### Register map, names as in the netlist

(3 px per micron)
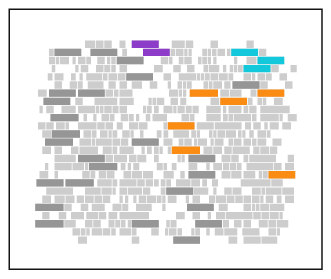
### Clock distribution

(3 px per micron)
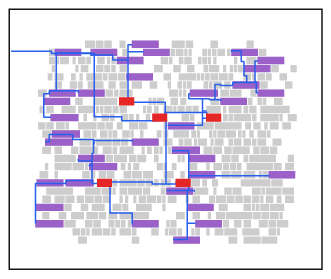
### Placement view

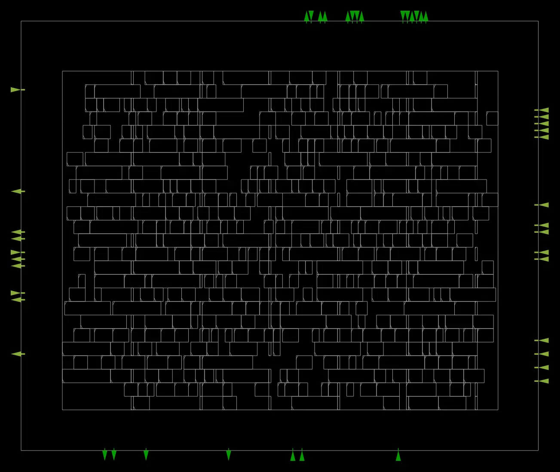
### Wires at chosen ports, followed through buffers

(4 px per micron)
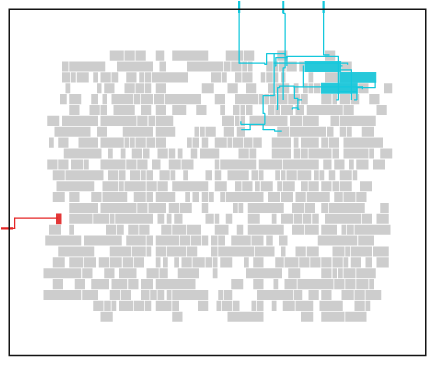
### Placement by cell class

(3 px per micron)
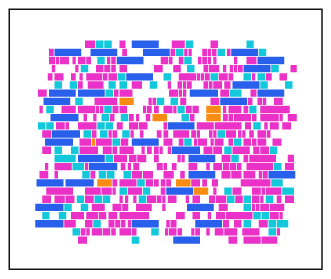
## config.mk

```make
export PLATFORM = sky130hd
export DESIGN_NAME = alarm_sequencer
export DESIGN_NICKNAME = d
export VERILOG_FILES = /design/src/rtl/alarm_sequencer.sv
export SDC_FILE = /design/constraint.sdc
export NUM_CORES = 1
export LEC_CHECK = 0
export CORE_ASPECT_RATIO = 0.8
export CORE_MARGIN = 8
export CORE_UTILIZATION = 50
export DETAILED_ROUTE_END_ITERATION = 10
export DONT_BUFFER_PORTS = 1
export PLACE_DENSITY_LB_ADDON = 0.05
export SYNTH_ARGS = -nofsm -noshare
export SYNTH_HDL_FRONTEND = slang
export SYNTH_SLANG_ARGS = --single-unit
```

## constraint.sdc

```tcl
create_clock -name clk -period 2.14 [get_ports clk]
set_input_delay 0.321 -clock clk [delete_from_list [all_inputs] [get_ports clk]]
set_output_delay 0.321 -clock clk [all_outputs]
set_load 0.02 [all_outputs]
```

## src/rtl/alarm_sequencer.sv

```systemverilog
// -----------------------------------------------------------------------------
// alarm_sequencer
//
// Owns the alarm time registers and sequences ringing for the digital clock:
// button-driven alarm setting, arming from sw0, match detection against the
// running clock, ring timeout, and snooze with a bounded count per event.
//
// Ports
//   clk         system clock
//   rst         asynchronous reset, active-high
//   tick_1hz    one-clk strobe per second, aligned with c_sec update
//   sw0         alarm enable switch (level)
//   btn[3:0]    debounced one-clk pulses:
//               [0] set-mode toggle, [1] hour+1, [2] minute+1, [3] snooze/dismiss
//   c_hour      current hour 0..23
//   c_min       current minute 0..59
//   c_sec       current second 0..59
//   a_hr        programmed alarm hour
//   a_min       programmed alarm minute
//   alarm       buzzer drive
//   ringing     high while in RINGING
//   snooze_cnt  snoozes used in the current alarm event
//   state       FSM state code (IDLE=0 ARMED=1 RINGING=2 SNOOZE=3 SET=4)
//
// Build option
//   ALARM_BEEP_EN  when defined, alarm toggles on every tick_1hz while
//                  ringing (starting high); otherwise alarm is steady high.
// -----------------------------------------------------------------------------
module alarm_sequencer #(
  parameter int RING_SECS  = 60,
  parameter int SNOOZE_MIN = 5,
  parameter int MAX_SNOOZE = 3
) (
  input  logic       clk,
  input  logic       rst,
  input  logic       tick_1hz,
  input  logic       sw0,
  input  logic [3:0] btn,
  input  logic [5:0] c_hour,
  input  logic [5:0] c_min,
  input  logic [5:0] c_sec,
  output logic [5:0] a_hr,
  output logic [5:0] a_min,
  output logic       alarm,
  output logic       ringing,
  output logic [1:0] snooze_cnt,
  output logic [2:0] state
);

  typedef enum logic [2:0] {
    S_IDLE    = 3'd0,
    S_ARMED   = 3'd1,
    S_RINGING = 3'd2,
    S_SNOOZE  = 3'd3,
    S_SET     = 3'd4
  } state_t;

  localparam logic [6:0] SNOOZE_ADD = 7'(SNOOZE_MIN);
  localparam logic [6:0] RING_LIM   = 7'(RING_SECS);
  localparam logic [1:0] SNOOZE_LIM = 2'(MAX_SNOOZE);

  // Modular add of an in-range 6-bit value: 7-bit sum, one conditional subtract.
  function automatic logic [5:0] mod_add(input logic [5:0] a,
                                         input logic [6:0] b,
                                         input logic [6:0] m);
    logic [6:0] sum;
    sum = {1'b0, a} + b;
    if (sum >= m) begin
      return 6'(sum - m);
    end
    return sum[5:0];
  endfunction

  state_t     state_q, state_d;
  logic [5:0] a_hr_q, a_hr_d;
  logic [5:0] a_min_q, a_min_d;
  logic [5:0] tgt_hr_q, tgt_hr_d;
  logic [5:0] tgt_min_q, tgt_min_d;
  logic [1:0] snooze_cnt_q, snooze_cnt_d;
  logic [5:0] ring_timer_q, ring_timer_d;
  logic       alarm_q, alarm_d;
  logic       ringing_q, ringing_d;

  logic [5:0] hr_inc, min_inc;
  logic [5:0] snz_min, snz_hr;
  logic       snz_carry;
  logic [6:0] ring_nxt;
  logic       match, timeout;

  // Arithmetic helpers shared by the next-state logic.
  always_comb begin
    hr_inc    = mod_add(a_hr_q, 7'd1, 7'd24);
    min_inc   = mod_add(a_min_q, 7'd1, 7'd60);
    // Snooze target is based on the live clock, minute overflow carries into hour.
    snz_carry = (({1'b0, c_min} + SNOOZE_ADD) >= 7'd60);
    snz_min   = mod_add(c_min, SNOOZE_ADD, 7'd60);
    snz_hr    = mod_add(c_hour, {6'd0, snz_carry}, 7'd24);
    ring_nxt  = {1'b0, ring_timer_q} + 7'd1;
    // Target is always in range, so an out-of-range clock value cannot match.
    match     = tick_1hz && (c_hour == tgt_hr_q) && (c_min == tgt_min_q) &&
                (c_sec == 6'd0);
    timeout   = tick_1hz && (ring_nxt >= RING_LIM);
  end

  // Next-state and registered-output logic.
  always_comb begin
    state_d      = state_q;
    a_hr_d       = a_hr_q;
    a_min_d      = a_min_q;
    tgt_hr_d     = tgt_hr_q;
    tgt_min_d    = tgt_min_q;
    snooze_cnt_d = snooze_cnt_q;
    ring_timer_d = ring_timer_q;

    case (state_q)
      S_IDLE: begin
        if (btn[0]) begin
          state_d = S_SET;
        end else if (sw0) begin
          state_d = S_ARMED;
        end
      end

      S_SET: begin
        // All button bits act in the same cycle; exit latches the new time.
        if (btn[1]) a_hr_d  = hr_inc;
        if (btn[2]) a_min_d = min_inc;
        if (btn[0]) begin
          state_d      = sw0 ? S_ARMED : S_IDLE;
          tgt_hr_d     = a_hr_d;
          tgt_min_d    = a_min_d;
          snooze_cnt_d = 2'd0;
        end
      end

      S_ARMED: begin
        if (!sw0) begin
          state_d = S_IDLE;
        end else if (btn[0]) begin
          state_d = S_SET;
        end else if (match) begin
          state_d      = S_RINGING;
          ring_timer_d = 6'd0;
        end
      end

      S_RINGING: begin
        if (!sw0) begin
          state_d = S_IDLE;
        end else if (btn[3] && (snooze_cnt_q < SNOOZE_LIM)) begin
          // A snooze press wins over a coincident timeout.
          state_d      = S_SNOOZE;
          snooze_cnt_d = 2'(snooze_cnt_q + 2'd1);
          tgt_hr_d     = snz_hr;
          tgt_min_d    = snz_min;
        end else if (btn[3] || timeout) begin
          state_d      = S_ARMED;
          tgt_hr_d     = a_hr_q;
          tgt_min_d    = a_min_q;
          snooze_cnt_d = 2'd0;
        end else if (tick_1hz) begin
          ring_timer_d = ring_nxt[5:0];
        end
      end

      S_SNOOZE: begin
        if (!sw0) begin
          state_d = S_IDLE;
        end else if (btn[3]) begin
          state_d      = S_ARMED;
          tgt_hr_d     = a_hr_q;
          tgt_min_d    = a_min_q;
          snooze_cnt_d = 2'd0;
        end else if (match) begin
          state_d      = S_RINGING;
          ring_timer_d = 6'd0;
        end
      end

      default: begin
        state_d = S_IDLE;
      end
    endcase

    ringing_d = (state_d == S_RINGING);
`ifdef ALARM_BEEP_EN
    // Start high on entry, then flip every second while still ringing.
    if (state_d != S_RINGING) begin
      alarm_d = 1'b0;
    end else if (state_q != S_RINGING) begin
      alarm_d = 1'b1;
    end else if (tick_1hz) begin
      alarm_d = ~alarm_q;
    end else begin
      alarm_d = alarm_q;
    end
`else
    alarm_d = (state_d == S_RINGING);
`endif
  end

  // State and output registers; async clear silences the buzzer immediately.
  always_ff @(posedge clk or posedge rst) begin
    if (rst) begin
      state_q      <= S_IDLE;
      a_hr_q       <= 6'd12;
      a_min_q      <= 6'd0;
      tgt_hr_q     <= 6'd12;
      tgt_min_q    <= 6'd0;
      snooze_cnt_q <= 2'd0;
      ring_timer_q <= 6'd0;
      alarm_q      <= 1'b0;
      ringing_q    <= 1'b0;
    end else begin
      state_q      <= state_d;
      a_hr_q       <= a_hr_d;
      a_min_q      <= a_min_d;
      tgt_hr_q     <= tgt_hr_d;
      tgt_min_q    <= tgt_min_d;
      snooze_cnt_q <= snooze_cnt_d;
      ring_timer_q <= ring_timer_d;
      alarm_q      <= alarm_d;
      ringing_q    <= ringing_d;
    end
  end

  assign a_hr       = a_hr_q;
  assign a_min      = a_min_q;
  assign alarm      = alarm_q;
  assign ringing    = ringing_q;
  assign snooze_cnt = snooze_cnt_q;
  assign state      = state_q;

endmodule
```

==> results.json <==
{
  "ff_type": "dfrtp_1",
  "path_cells": "ha_4, xnor2_4, ha_2, nand2_1, o211ai_1, a2bb2oi_2, inv_2, ha_4, ha_4, nand3_4, xnor2_4, ha_4, or4_1, nand3_1, a21oi_1, o21ai_1",
  "relSlewSlack_pct": 57.9,
  "synth-edff-count": 0,
  "yosys_warnings": 0,
  "dp_hpwl_microns": 6690,
  "finalPower_w": 0.00426,
  "fill_cells": 470,
  "antenna_left": 0,
  "final_hold_viol_count": 11,
  "grt.overflow.total": 0,
  "worstSetupStartpoint": "c_min[0]",
  "finalClockSkew_ns": 0.0116,
  "comb_area_sq_um": 2310,
  "core_sq_um": 5940,
  "finalSetupViolCount": 6,
  "status": "finished with violations",
  "vdd_ir_drop_max_mv": 0.829,
  "ys_seq_share_pct": 29.4,
  "hold_class": "in -> async",
  "drive_gt1_share_pct": 36.3,
  "synthCells": 372,
  "worstSetupPathType": "in -> reg",
  "worst_r2r_path_depth": 9,
  "sequential_cell_area_sq_um": 912,
  "finalWorstSetupSlack_ns": -0.352,
  "slew_violations": 0,
  "period_used_pct": 116,
  "worst-path-max-fanout": 7,
  "critical_path.endpoint_type": "flip-flop",
  "ys_types": 68,
  "cts_buffers": 5,
  "setup_tns_ns": -1.10,
  "gp_congestion": 0.884,
  "arrival_ns": 2.72,
  "fp_util_pct": 51.8,
  "worst_pin_slew_ns": 0.631,
  "min_period_ns": 2.49,
  "p_per_area_nw_per_um2": 1020,
  "violations": "negative hold slack, negative setup slack",
  "hold_slack_ns": -0.0174,
  "p_leak_nw": 1.79
}
-- 'Register map, names as in the netlist' (at the start) --
snooze_cnt -> purple  # flops 2
state -> cyan  # flops 3
tgt_hr_q -> orange  # flops 6
not colored = 25

-- 'Clock distribution' (at the start) --
clock wires -> blue  # length 534 microns
clock drivers -> red  # count 5
flip-flops -> purple  # count 36
flops lie = widely spread

-- 'Placement view' (at the start) --
Util after Layout: 70.2%
non-filler instance count after layout: 530
Rows: 25
flop count: 36

-- 'Wires at chosen ports, followed through buffers' (at the start) --
rst -> red  # bits 1, direction input, edge west, end cells 1, wire 14.0 microns
state -> cyan  # bits 3, direction output, edge north, end cells 3, wire 220 microns
IO Pins: 45
IO buf count: 0

-- 'Placement by cell class' (at the start) --
other buffers and delay cells -> cyan  # cells 89
combinational and other logic -> magenta  # cells 316
flops -> blue  # cells 36
clock drivers and dummy loads -> orange  # cells 8

[state kept, by name, summed over array words and instances (netlist names)]
signal / count
a_hr: 6
a_min: 6
ring_timer_q: 6
ringing: 1
snooze_cnt: 2
state: 3
tgt_hr_q: 6
tgt_min_q: 6
[power breakdown]
part / leakage, nW / internal [W] / switching (W)
clock network: 0.0515 / 0.000294 / 0.000256
logic: 1.29 / 0.00120 / 0.00130
registers: 0.441 / 0.000946 / 0.000260
total: 1.79 / 0.00244 / 0.00182
[per-layer routing]
metal | share of wire [%] | wire length, microns | global-route usage [%] | vias to the layer above
met4 | 0.47 | 44 | 3.01 | 0
li1 | - | - | - | 1499
met2 | 44 | 4050 | 28.1 | 98
met5 | 0 | 0 | 0 | -
met3 | 6.9 | 639 | 5.11 | 4
met1 | 49 | 4540 | 28.3 | 1459
[worst register-to-register path, delay by kind of cell (launching register included)]
kind	cells	cell delay [ns]
flops	1	0.59
compound gates	2	0.42
mux	1	0.24
xor+xnor	1	0.21
buf+inv	1	0.09
simple gates	3	0.58
fa+ha+maj	1	0.20
[cell families (layout without fill, tap and decap cells)]
group | Yosys count | after routing | share of synthesized area, %
flip-flops | 36 | 36 | 29.4
multiplexers | 9 | 9 | 3.01
AND-OR/OR-AND | 101 | 102 | 22.1
buffers and inverters | 33 | 109 | 5.93
adder cells (fa/ha/maj) | 15 | 15 | 6.09
AND/OR/NAND/NOR | 143 | 143 | 23.5
XOR/XNOR | 35 | 35 | 9.95
[cell type report]
class                   count  area share (%)
clock buffers               8            2.40
inverters                  12            1.08
multi-input cells         304            55.5
flip-flops and latches     36            21.9
well taps                  81            2.43
repair buffers             89            16.8
[timing repair]
item,CTS,global route
pin swaps,12,22
gates cloned,0,1
gates resized,13,39
endpoints found under the setup margin,23,27
setup buffers,10,9
Power and IR drop assume default switching activity.
